--- config.mk ---
export PLATFORM = sky130hd
export DESIGN_NAME = pix_texture_fb_writer
export DESIGN_NICKNAME = d
export VERILOG_FILES = /design/src/rtl/pix_texture_fb_writer.sv
export SDC_FILE = /design/constraint.sdc
export NUM_CORES = 1
export LEC_CHECK = 0
export CORE_ASPECT_RATIO = 0.8
export CORE_UTILIZATION = 52
export DETAILED_ROUTE_END_ITERATION = 6
export GPL_TIMING_DRIVEN = 0
export PLACE_DENSITY = 0.91
export SYNTH_ARGS = -nofsm -noshare
export SYNTH_HDL_FRONTEND = slang
export SYNTH_SLANG_ARGS = --single-unit
--- constraint.sdc ---
create_clock -name clk_i -period 5.5 [get_ports clk_i]
set_input_delay 0.825 -clock clk_i [delete_from_list [all_inputs] [get_ports clk_i]]
set_output_delay 0.825 -clock clk_i [all_outputs]
set_load 0.02 [all_outputs]
--- src/rtl/pix_texture_fb_writer.sv ---
// pix_texture_fb_writer: clips pixels to the framebuffer, modulates colour by a texel, issues framebuffer writes
// Ports: clk_i / reset_n_i (async, active-low); valid_pix_i, ready_pix_o, pix_data_i {x,y,r,g,b,Tx,Ty} input;
// tex_rd_o, tex_addr_o {Ty,Tx}, tex_data_i texture RAM (one-cycle read latency);
// fb_we_o, fb_ready_i, fb_addr_o, fb_data_o framebuffer write; clip_cnt_o, overflow_o status.
// Define TEX_MODULATE_EN to modulate colour by the texel; otherwise colour passes straight through.
module pix_texture_fb_writer #(
  parameter int FB_W = 320,
  parameter int FB_H = 240
) (
  input  logic        clk_i,
  input  logic        reset_n_i,
  input  logic        valid_pix_i,
  output logic        ready_pix_o,
  input  logic [56:0] pix_data_i,
  output logic        tex_rd_o,
  output logic [15:0] tex_addr_o,
  input  logic [23:0] tex_data_i,
  output logic        fb_we_o,
  input  logic        fb_ready_i,
  output logic [16:0] fb_addr_o,
  output logic [23:0] fb_data_o,
  output logic [15:0] clip_cnt_o,
  output logic        overflow_o
);
  typedef enum logic [1:0] {IDLE, TEX_RD, TEX_WAIT, WRITE} state_t;
`ifdef TEX_MODULATE_EN
  localparam state_t LOADED = TEX_RD;
`else
  localparam state_t LOADED = WRITE;
`endif
  state_t state, state_nxt;
  logic [56:0] fifo_q [2];
  logic wr_ptr, rd_ptr;
  logic [1:0] count;
  logic push, pop, clip, load_rd, load_fb;
  logic [56:0] head;
  logic [16:0] head_addr, fb_addr_nxt;
  logic [23:0] fb_data_nxt;
  assign head = fifo_q[rd_ptr];
  assign clip = 32'(head[56:48]) >= FB_W || 32'(head[47:40]) >= FB_H;
  assign head_addr = 17'(32'(head[47:40]) * FB_W + 32'(head[56:48]));
  assign ready_pix_o = count == 2'd0;
  always_ff @(posedge clk_i or negedge reset_n_i) begin
    if (!reset_n_i) state <= IDLE;
    else state <= state_nxt;
  end
  always_comb begin
    state_nxt = state;
    case (state)
      IDLE:     if (load_rd) state_nxt = LOADED;
      TEX_RD:   state_nxt = TEX_WAIT;
      TEX_WAIT: state_nxt = WRITE;
      WRITE:    if (fb_ready_i) state_nxt = IDLE;
    endcase
  end
  always_comb begin
    push = valid_pix_i && count != 2'd2;
    pop = state == IDLE && count != 2'd0;
    load_rd = pop && !clip;
`ifdef TEX_MODULATE_EN
    load_fb = state == TEX_WAIT;
`else
    load_fb = load_rd;
`endif
  end
  // A full buffer drops the word even if a pop happens in the same cycle.
  always_ff @(posedge clk_i or negedge reset_n_i) begin
    if (!reset_n_i) begin
      count <= 2'd0;
      wr_ptr <= 1'b0;
      rd_ptr <= 1'b0;
      overflow_o <= 1'b0;
      clip_cnt_o <= 16'd0;
    end else begin
      count <= count + {1'b0, push} - {1'b0, pop};
      if (push) wr_ptr <= !wr_ptr;
      if (pop) rd_ptr <= !rd_ptr;
      if (valid_pix_i && !push) overflow_o <= 1'b1;
      if (pop && clip && clip_cnt_o != 16'hFFFF) clip_cnt_o <= clip_cnt_o + 16'd1;
    end
  end
  always_ff @(posedge clk_i) begin
    if (push) fifo_q[wr_ptr] <= pix_data_i;
  end
`ifdef TEX_MODULATE_EN
  logic [16:0] pix_addr;
  logic [23:0] pix_rgb;
  // c*(t+1) keeps full-white texels transparent and black texels fully dark.
  function automatic logic [7:0] modulate(input logic [7:0] c, input logic [7:0] t);
    logic [16:0] p;
    p = {9'd0, c} * {9'd0, t} + {9'd0, c};
    return 8'(p >> 8);
  endfunction
  always_ff @(posedge clk_i or negedge reset_n_i) begin
    if (!reset_n_i) begin
      tex_rd_o <= 1'b0;
      tex_addr_o <= 16'd0;
      pix_addr <= 17'd0;
      pix_rgb <= 24'd0;
    end else begin
      tex_rd_o <= load_rd;
      if (load_rd) begin
        tex_addr_o <= {head[7:0], head[15:8]};
        pix_addr <= head_addr;
        pix_rgb <= head[39:16];
      end
    end
  end
  assign fb_addr_nxt = pix_addr;
  assign fb_data_nxt = {modulate(pix_rgb[23:16], tex_data_i[23:16]),
                        modulate(pix_rgb[15:8], tex_data_i[15:8]),
                        modulate(pix_rgb[7:0], tex_data_i[7:0])};
`else
  logic unused_tex;
  assign unused_tex = ^{tex_data_i, head[15:0]};
  assign tex_rd_o = 1'b0;
  assign tex_addr_o = 16'd0;
  assign fb_addr_nxt = head_addr;
  assign fb_data_nxt = head[39:16];
`endif
  always_ff @(posedge clk_i or negedge reset_n_i) begin
    if (!reset_n_i) begin
      fb_we_o <= 1'b0;
      fb_addr_o <= 17'd0;
      fb_data_o <= 24'd0;
    end else begin
      fb_we_o <= load_fb || (fb_we_o && !fb_ready_i);
      if (load_fb) begin
        fb_addr_o <= fb_addr_nxt;
        fb_data_o <= fb_data_nxt;
      end
    end
  end
endmodule

Congestion heat map:
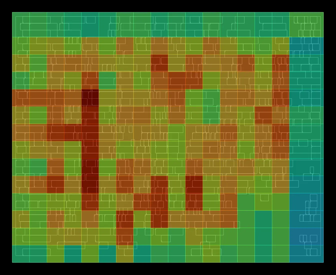
Tot GR Track Use: 23.13%
met2 routing resource usage after global routing: 37.78%
met3 usage: 7.339%
met1 track demand over resource in global routing: 29.17%
most heavily used metal layer in global routing: met2

Where the registers sit:
Bar = 20 um.
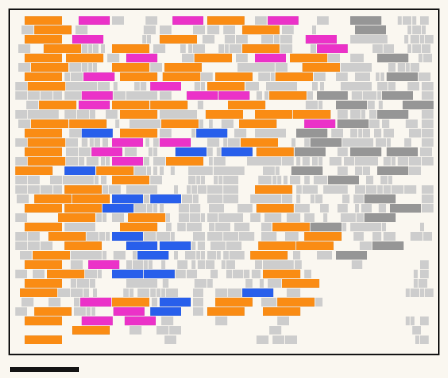
| signal | color | sequential cells |
|---|---|---|
| `fb_addr_o` | blue | 17 |
| `fb_data_o` | magenta | 24 |
| `fifo_q` | orange | 82 |
not colored: 24
reported sequential group power: 1.67 mW
register cell area after layout: 0.004089 mm2

Zoomed window:
Bar = 5 um. Window x 52 to 72, y 60 to 80 um. Cells in gray, sequential cells in the stronger gray; small squares are vias.
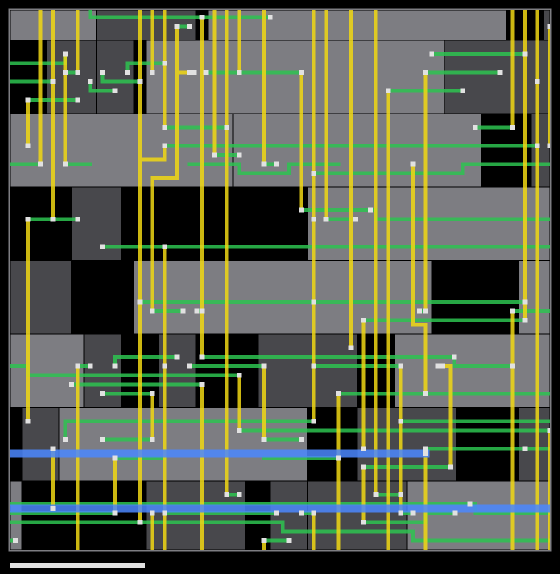
| layer | color |
|---|---|
| M1 | green |
| M2 | yellow |
| M3 | blue |
most frequent: nand2_1 (4), edfxtp_1 (4), clkdlybuf4s50_1 (4)
cells with their middle in the window: 19
netlist names of flops here include: `fifo_q` (4), `fb_data_o` (2)
sequential cells in the window: 7

Metal layers overlaid:
Bar = 20 um.
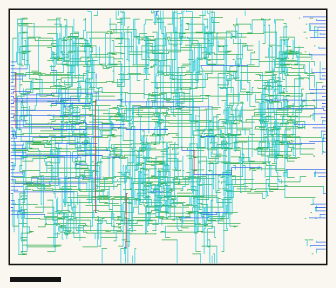
| layer | color | wire length |
|---|---|---|
| M2 | cyan | 6,570 um |
| M4 | red | 96.6 um |
| M3 | blue | 981 um |
| M1 | green | 5,590 um |

==> impl_metrics.env <==
# yosys + openroad results
export IMPL_pwr_share_comb_pct=40.3
export IMPL_maxSlewHeadroom_pct=42.69
export IMPL_xor_xnor_fraction_of_synth_area_pct=4.103
export IMPL_status="finished clean"
export IMPL_dr_pass1_iters=4
export IMPL_synth_lib_cells_used_distinct=46
export IMPL_cts_root_buf="clkbuf_16"
export IMPL_total_switching_power_mw=1.720
export IMPL_bufAreaShareNonClock_pct=15.80
export IMPL_finalSetupTns_ns=0
export IMPL_netSwitchingFraction_pct=35.58
export IMPL_die_h_um=99.59
export IMPL_power_density_mw_per_mm2=592.3
export IMPL_hpwl_um=9051
export IMPL_cp_depth=13
export IMPL_finalWorstPathRequiredPeriod_ns=4.106
export IMPL_timing_clock_skew_ns=0.009030
export IMPL_p_clk_mw=1.22
export IMPL_synth_cells_yosys=450
export IMPL_synth_logic_top_family="simple AND/OR/NAND/NOR gates"
export IMPL_route_met3_wl_um=980
export IMPL_antenna_found_initial=0
export IMPL_totalPowerFinal_mw=4.835
export IMPL_crit_path_top_delay_cell="clkbuf_1"
export IMPL_routed_via_count=4018
export IMPL_die_width_um=124.0
export IMPL_drt_via_density=5.343
export IMPL_num_fill_cells=747
Power and IR drop assume default switching activity.
